**config.mk**
```make
export PLATFORM = sky130hd
export DESIGN_NAME = mul_sched
export DESIGN_NICKNAME = d
export VERILOG_FILES = /design/src/rtl/mul_sched.sv
export SDC_FILE = /design/constraint.sdc
export NUM_CORES = 1
export LEC_CHECK = 0
export ABC_AREA = 1
export CORE_MARGIN = 5
export CORE_UTILIZATION = 33
export CTS_BUF_LIST = sky130_fd_sc_hd__clkbuf_4
export DETAILED_ROUTE_END_ITERATION = 10
export GPL_ROUTABILITY_DRIVEN = 0
export PLACE_DENSITY_LB_ADDON = 0.08
export SETUP_SLACK_MARGIN = 0.4
export SLEW_MARGIN = 20
export SYNTH_ARGS = -nofsm -noshare
export SYNTH_HDL_FRONTEND = slang
export SYNTH_SLANG_ARGS = --single-unit
```
**constraint.sdc**
```tcl
create_clock -name clk -period 1.4 [get_ports clk]
set_input_delay 0.28 -clock clk [delete_from_list [all_inputs] [get_ports clk]]
set_output_delay 0.28 -clock clk [all_outputs]
set_load 0.02 [all_outputs]
```
**src/rtl/mul_sched.sv**
```systemverilog
// Round-robin scheduler/sequencer sharing one repeated-addition multiplier between two requesters.
// Optional zero-operand early exit: define MUL_SCHED_ZERO_SKIP_EN.
module mul_sched #(
    parameter int WIDTH = 16
) (
    input  logic             clk,
    input  logic             rst_n,
    input  logic             req0,
    input  logic             req1,
    input  logic [WIDTH-1:0] a0,
    input  logic [WIDTH-1:0] b0,
    input  logic [WIDTH-1:0] a1,
    input  logic [WIDTH-1:0] b1,
    output logic [1:0]       gnt,
    output logic             done0,
    output logic             done1,
    output logic [WIDTH-1:0] result,
    output logic [WIDTH-1:0] bus,
    output logic             lda,
    output logic             ldb,
    output logic             ldp,
    output logic             clrp,
    output logic             decb,
    input  logic             eqz,
    input  logic [WIDTH-1:0] p_in
);

    // state | meaning
    // IDLE  | no grant, waiting for a request
    // LDA   | winner's a on bus, load A
    // LDB   | winner's b on bus, load B = b-1, clear P
    // ADD   | P <= P + A, decrement B until B == 0
    // DONE  | done pulse to winner, grant still held
    typedef enum logic [2:0] {IDLE, LDA, LDB, ADD, DONE} state_t;

    state_t           state_q, state_d;
    logic             win_q, win_d;
    logic             ptr_q, ptr_d;
    logic [1:0]       gnt_q, gnt_d;
    logic             done0_q, done0_d;
    logic             done1_q, done1_d;
    logic [WIDTH-1:0] bus_q, bus_d;
    logic             lda_q, lda_d;
    logic             ldb_q, ldb_d;
    logic             ldp_q, ldp_d;
    logic             clrp_q, clrp_d;

    always_comb begin
        state_d = state_q;
        win_d   = win_q;
        ptr_d   = ptr_q;
        case (state_q)
            IDLE: begin
                if (req0 || req1) begin
                    state_d = LDA;
                    // on a tie, the requester not served last wins
                    win_d   = (req0 && req1) ? ~ptr_q : req1;
                end
            end
            LDA: state_d = LDB;
            LDB: begin
`ifdef MUL_SCHED_ZERO_SKIP_EN
                if ((win_q ? a1 : a0) == '0 || (win_q ? b1 : b0) == '0)
                    state_d = DONE;
                else
                    state_d = ADD;
`else
                state_d = ADD;
`endif
            end
            ADD:  if (eqz) state_d = DONE;
            DONE: state_d = IDLE;
            default: state_d = IDLE;
        endcase

        if (state_d == DONE && state_q != DONE)
            ptr_d = win_d;

        // outputs are decoded from the next state so they register as Moore outputs
        gnt_d   = (state_d == IDLE) ? 2'b00 : (win_d ? 2'b10 : 2'b01);
        bus_d   = '0;
        if (state_d == LDA) bus_d = win_d ? a1 : a0;
        if (state_d == LDB) bus_d = win_d ? b1 : b0;
        lda_d   = (state_d == LDA);
        ldb_d   = (state_d == LDB);
        clrp_d  = (state_d == LDB);
        ldp_d   = (state_d == ADD);
        done0_d = (state_d == DONE) && !win_d;
        done1_d = (state_d == DONE) && win_d;
    end

    always_ff @(posedge clk or negedge rst_n) begin
        if (!rst_n) begin
            state_q <= IDLE;
            win_q   <= 1'b0;
            ptr_q   <= 1'b1;
            gnt_q   <= 2'b00;
            done0_q <= 1'b0;
            done1_q <= 1'b0;
            bus_q   <= '0;
            lda_q   <= 1'b0;
            ldb_q   <= 1'b0;
            ldp_q   <= 1'b0;
            clrp_q  <= 1'b0;
        end else begin
            state_q <= state_d;
            win_q   <= win_d;
            ptr_q   <= ptr_d;
            gnt_q   <= gnt_d;
            done0_q <= done0_d;
            done1_q <= done1_d;
            bus_q   <= bus_d;
            lda_q   <= lda_d;
            ldb_q   <= ldb_d;
            ldp_q   <= ldp_d;
            clrp_q  <= clrp_d;
        end
    end

    assign gnt    = gnt_q;
    assign done0  = done0_q;
    assign done1  = done1_q;
    assign bus    = bus_q;
    assign lda    = lda_q;
    assign ldb    = ldb_q;
    assign ldp    = ldp_q;
    assign clrp   = clrp_q;
    // B must stop at zero on the final add, so decb follows eqz combinationally
    assign decb   = ldp_q & ~eqz;
    assign result = p_in;

endmodule

```
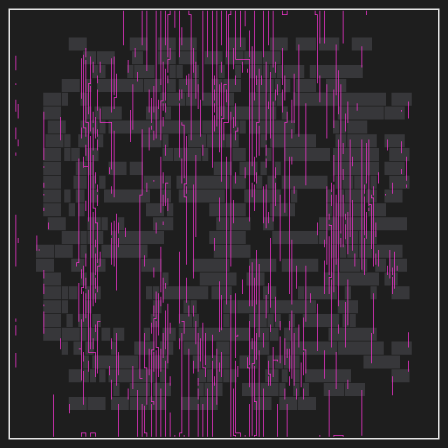
(metal 2)
The layer carries 2870 um of wire. The layer holds 54% of the routed length. The wires run mostly vertical.
met2 Use GR: 0.253
DR vias: 1811

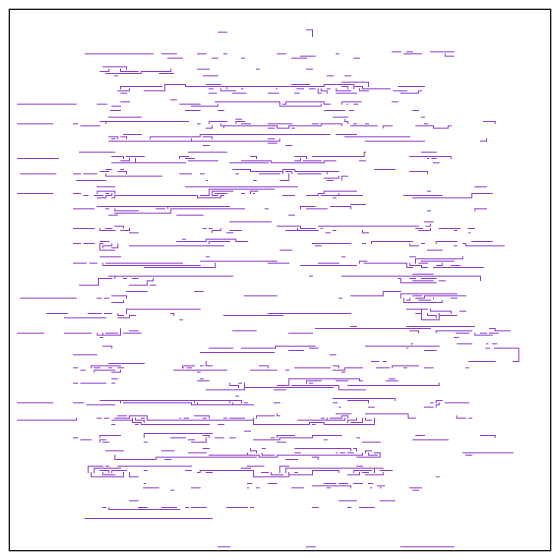
(the metal 1 layer)
The wires run mostly horizontal. 359 nets have wire on it. The longest straight run is 26.7 um.
met1 Track Usage GR: 0.163
DRT Wirelength: 5.31 mm

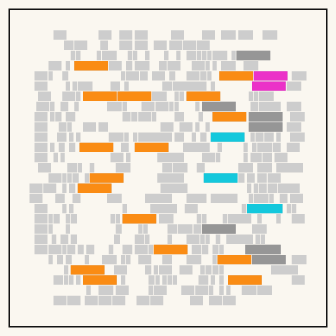
(register map, names as in the netlist)
Other sequential cells in the stronger gray, the rest of the logic in the fainter gray.
Key: gnt = magenta [flops 2]; bus = orange [flops 16]; state_q = cyan [flops 3]
Another 7 sequential cells are not colored.
P_seq: 1280 uW
Final Util: 0.578
Reg area: 703 sq um
flop share of the area: 0.224

==> impl_metrics.env <==
# yosys + openroad results
export IMPL_outcome="complete, but fails checks"
export IMPL_violations="negative setup slack"
export IMPL_post_drt_via_cell_ratio=4.35
export IMPL_worst_path_max_fanout=6
export IMPL_dp_hpwl_mm=3.69
export IMPL_ys_sh_simple=0.387
export IMPL_port_buffers=93
export IMPL_fin_ws_ps=-13.9
export IMPL_layout_worst_path_cycle_share=1.01
export IMPL_hold_path_class="input pin to asynchronous set/reset pin"
export IMPL_path_common_cell="nand2_4"
export IMPL_final_nets=430
export IMPL_p_total_uw=5250
export IMPL_setup_viol=6
export IMPL_final_area_sq_mm=0.00314
export IMPL_worst_path_buf_inv=2
export IMPL_slowest_delay_ps=570
export IMPL_avgRoutedWirePerCell_um=12.8
export IMPL_synthCells=258
export IMPL_irDropWorstVdd_uv=876
export IMPL_slew_headroom=0.736
export IMPL_grt_first_pass_wirelength_mm=8.11
export IMPL_topCellsByArea="dfrtp_1 37%, nand2_1 11%, inv_1 8.9%"
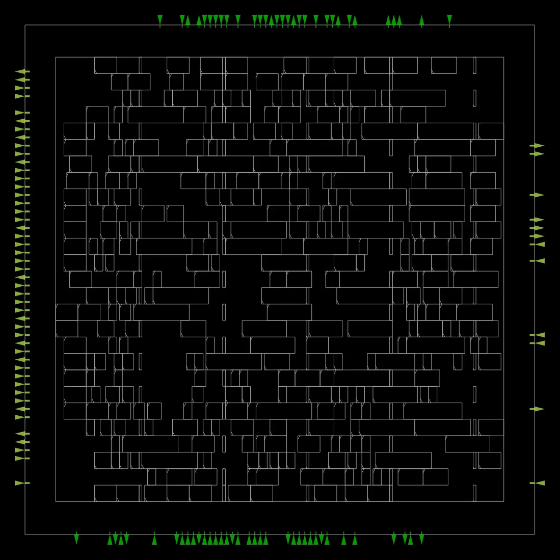
(placed standard cells)
Tap Cells: 72
Final Non-Filler Cells: 416
Core ar.: 0.00544 sq mm
flop count: 28
site row count: 27

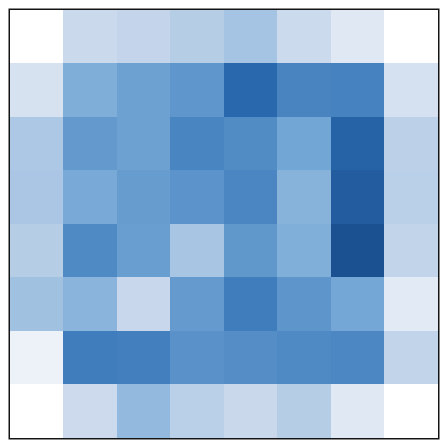
(cell area per tile)
The die is cut into 8 by 8 equal tiles; white is low, dark blue is high, 0 to 100% covered.
6.2% of the tiles are nearly empty. 6.2% of the tiles are over 75% full. The fullest tile reaches 87%. The mean over all tiles is 43%.
fp_density: 0.334

==> layer usage <==
layer,GRT usage,part of all wire
met1,0.163,0.39
met2,0.253,0.54
met3,0.0373,0.068
met4,0.0512,0.0068
met5,0,0
==> worst paths after layout <==
check                               endpoint  slack, ps  cells past startpoint
min in group clk           ptr_q$_DFFE_PN1P_        520                      2
min reg2reg                ptr_q$_DFFE_PN1P_        520                      2
max in group asynchronous  ptr_q$_DFFE_PN1P_        890                      2
min                          done0$_DFF_PN0_        280                      2
max                         bus[8]$_DFF_PN0_        -10                      8
max reg2reg                 bus[8]$_DFF_PN0_        -10                      8
==> kinds of logic (layout without fill, tap and decap cells) <==
family / after synthesis / count (layout)
buffers and inverters: 77 / 163
DFF: 28 / 28
and+or+nand+nor: 150 / 150
AOI/OAI and AO/OA: 3 / 3
==> registers in the layout (all words and copies together), names as in the netlist <==
register	count
bus	16
gnt	2
done1	1
state_q	3
done0	1
ptr_q	1
lda	1
clrp	1
ldp	1
win_q	1
==> cells in the mapped netlist (all sizes together) <==
library cell and number:
dfrtp 27, dfstp 1, nand3 33, a31oi 1
inv 47, buf 29, a21oi 2, nand2 57
nor2 41, clkinv 1, nor3 3, nand3b 16
==> area by class of cell <==
cell class | instances | area, sq um | area share
clock buffers | 3 | 22.5 | 0.00716
repair buffers | 111 | 1260 | 0.401
multi-input cells | 153 | 882 | 0.281
inverters | 48 | 183 | 0.0581
well taps | 72 | 90.1 | 0.0287
flip-flops and latches | 28 | 703 | 0.224
clock inverters | 1 | 3.75 | 0.00119
==> power breakdown <==
group	switching [uW]	internal [uW]
registers	169	1110
logic	1830	1780
clock network	251	105
total	2250	3000
Power is estimated from default activity; no workload was simulated.
